==> src/rtl/uart_pkg.sv <==
// rtl/uart_pkg.sv - shared UART line constants and state enumeration
package uart_pkg;

  typedef enum logic [1:0] {
    IDLE  = 2'd0,
    START = 2'd1,
    DATA  = 2'd2,
    STOP  = 2'd3
  } uart_state_e;

  localparam int   DEFAULT_CLKS_PER_BIT = 16;
  localparam int   DATA_BITS            = 8;
  localparam logic LINE_IDLE            = 1'b1;
  localparam logic LINE_START           = 1'b0;

  // Cycles from the accepting edge to the end-of-frame edge.
  function automatic int frame_cycles(input int clks_per_bit, input int stop_bits);
    return (DATA_BITS + 1 + stop_bits) * clks_per_bit;
  endfunction

endpackage

==> src/rtl/uart_bit_timer.sv <==
// rtl/uart_bit_timer.sv - per-bit cycle counter with clear and bit_end strobe
module uart_bit_timer #(
  parameter int CLKS_PER_BIT = 16
) (
  input  logic clk,
  input  logic rst,
  input  logic clear_i,
  output logic bit_end_o
);

  localparam int              CW   = (CLKS_PER_BIT > 1) ? $clog2(CLKS_PER_BIT) : 1;
  localparam logic [CW-1:0]   LAST = CW'(CLKS_PER_BIT - 1);

  logic [CW-1:0] cnt_q, cnt_d;

  assign bit_end_o = (cnt_q == LAST);

  // Restart at every bit boundary so the count never wraps inside a bit.
  always_comb begin
    cnt_d = cnt_q + 1'b1;
    if (clear_i || bit_end_o) begin
      cnt_d = '0;
    end
  end

  always_ff @(posedge clk or posedge rst) begin
    if (rst) begin
      cnt_q <= '0;
    end else begin
      cnt_q <= cnt_d;
    end
  end

endmodule

==> src/rtl/uarttx.sv <==
// rtl/uarttx.sv - 8N1/8N2 UART transmitter with registered line and status outputs
module uarttx
  import uart_pkg::*;
#(
  parameter int CLKS_PER_BIT = DEFAULT_CLKS_PER_BIT,
  parameter int STOP_BITS    = 1
) (
  input  logic       clk,
  input  logic       rst,
  input  logic [7:0] tx_data,
  input  logic       tx_start,
  output logic       txd,
  output logic       tx_busy,
  output logic       tx_done
);

  localparam logic [2:0] LAST_DATA = 3'(DATA_BITS - 1);
  localparam logic [2:0] LAST_STOP = 3'(STOP_BITS - 1);

  uart_state_e          state_q;
  logic [DATA_BITS-1:0] shift_q;
  logic [2:0]           idx_q;
  logic                 txd_q;
  logic                 busy_q;
  logic                 done_q;
  logic                 bit_end;

  // Held clear throughout IDLE, which also covers the accepting edge.
  uart_bit_timer #(
    .CLKS_PER_BIT(CLKS_PER_BIT)
  ) u_bit_timer (
    .clk      (clk),
    .rst      (rst),
    .clear_i  (state_q == IDLE),
    .bit_end_o(bit_end)
  );

  always_ff @(posedge clk or posedge rst) begin
    if (rst) begin
      state_q <= IDLE;
      shift_q <= '0;
      idx_q   <= '0;
      txd_q   <= LINE_IDLE;
      busy_q  <= 1'b0;
      done_q  <= 1'b0;
    end else begin
      done_q <= 1'b0;
      case (state_q)
        IDLE: begin
          txd_q <= LINE_IDLE;
          idx_q <= '0;
          if (tx_start) begin
            shift_q <= tx_data;
            state_q <= START;
            txd_q   <= LINE_START;
            busy_q  <= 1'b1;
          end
        end
        START: begin
          if (bit_end) begin
            state_q <= DATA;
            txd_q   <= shift_q[0];
          end
        end
        DATA: begin
          if (bit_end) begin
            if (idx_q == LAST_DATA) begin
              state_q <= STOP;
              txd_q   <= LINE_IDLE;
              idx_q   <= '0;
            end else begin
              txd_q <= shift_q[idx_q + 3'd1];
              idx_q <= idx_q + 3'd1;
            end
          end
        end
        STOP: begin
          // idx_q is reused to count stop bits.
          if (bit_end) begin
            if (idx_q == LAST_STOP) begin
              state_q <= IDLE;
              busy_q  <= 1'b0;
              done_q  <= 1'b1;
              idx_q   <= '0;
            end else begin
              idx_q <= idx_q + 3'd1;
            end
          end
        end
        default: begin
          state_q <= IDLE;
        end
      endcase
    end
  end

  assign txd     = txd_q;
  assign tx_busy = busy_q;
  assign tx_done = done_q;

endmodule
==> config.mk <==
export PLATFORM = sky130hd
export DESIGN_NAME = uarttx
export DESIGN_NICKNAME = d
export VERILOG_FILES = /design/src/rtl/uart_pkg.sv /design/src/rtl/uart_bit_timer.sv /design/src/rtl/uarttx.sv
export SDC_FILE = /design/constraint.sdc
export NUM_CORES = 1
export LEC_CHECK = 0
export ABC_AREA = 1
export CORE_MARGIN = 8
export CORE_UTILIZATION = 54
export DETAILED_ROUTE_END_ITERATION = 7
export PLACE_DENSITY = 0.77
export SLEW_MARGIN = 10
export SYNTH_ARGS = -nofsm -noshare
export SYNTH_HDL_FRONTEND = slang
export SYNTH_SLANG_ARGS = --single-unit
==> constraint.sdc <==
create_clock -name clk -period 3.05 [get_ports clk]
set_input_delay 0.61 -clock clk [delete_from_list [all_inputs] [get_ports clk]]
set_output_delay 0.61 -clock clk [all_outputs]
set_load 0.01 [all_outputs]
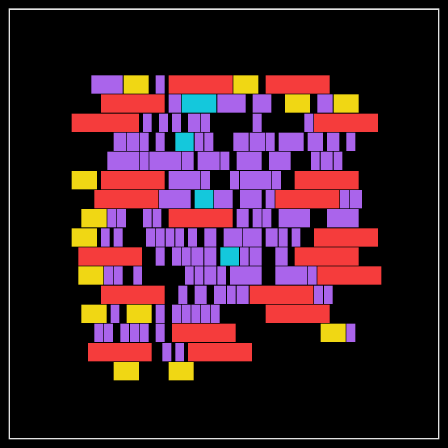
(images/placement_by_type.png)
- yellow: other buffers and delay cells (cells 13; share of their area 10%)
- cyan: clock drivers and dummy loads (cells 4; share of their area 2.9%)
- red: flops (cells 20; share of their area 40%)
- purple: combinational and other logic (cells 111; share of their area 47%)

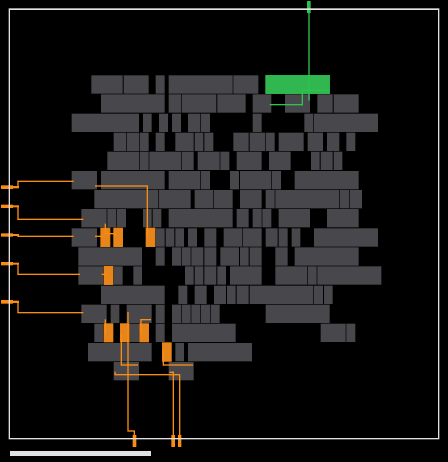
(images/io_fan.png)
Bar = 20 um.
- orange: tx_data (bits 8; direction input; end cells 8; buffers 8; wire 136 um)
- green: tx_busy (bits 1; direction output; end cells 1; buffers 1; wire 22.9 um)

==> results_slide.txt <==
Key Metrics from the Run

Layout
  • Plain + repair buffers: 13
  • Regs by FF count: shift_q (8), u_bit_timer.cnt_q (4), idx_q (3)
  • Fin area: 1290 um2
  • Fillers: 162
  • Combinational share of cell area: 40.9%
  • Flop count: 20
  • Layout cells sized above 1: 12.2%

Clock tree
  • Clock Latency Late Sink: 0.30 ns
  • Sink Count: 20
  • Total CTS buffers: 3
  • CTS-repair resized insts: 0
  • Post-CTS Setup Bufs: 0
  • Clk pin slew, worst setup/hold paths: 0.11 ns

Final timing
  • Hold Vio Cnt, Final: 0
  • Setup ws final: 1.07 ns
  • Final Cycle Share: 64.8%
  • Worst slew margin: 50.8%
  • Final Critical Period: 1.98 ns
  • RSZ-0062 raised after global routing: false
  • Hold slack: 0.480 ns
  • Endpoints failing setup: 0

Yosys
  • YS chip area: 1090 um2
  • Synth cell count leaders: 47 x nand2_1, 19 x dfrtp_1, 11 x inv_1
  • Comb area leader: simple AND/OR/NAND/NOR gates

Worst setup path
  • Setup crit start: txd
  • Data arrival time at the worst-slack endpoint: 1.37 ns
  • R2r worst-path depth: 7
  • Startpoint Class: register
  • FF-to-FF setup slack: 1.45 ns
  • WP data required: 2.44 ns
  • Crit-path slowest cell: dfstp_2

Power
  • Leakage: 0.641 nW
  • P_sw: 0.499 mW
  • Leading power group: combinational cells
  • Switching Share: 43.1%

Global route
  • First-pass GRT wire length: 3820 um

Routing
  • Iter 0 DRT Violations: 37
  • Routed met2 length: 998 um
  • Vias per cell: 5.06
  • Top Metal Used: met4
  • M1 WL: 970 um
  • Detailed-route wire length per cell: 11.9 um

Floorplan
  • Tap Count: 27
  • Core outline area: 1940 um2
  • Die Ht: 60.9 um

Min path
  • Hold path depth: 1

Placement
  • Post-DP Area: 1250 um2
  • Cell count after placement: 171

Outcome
  • Status: completed
No activity file was given, so power comes from the tool's default toggle rates.
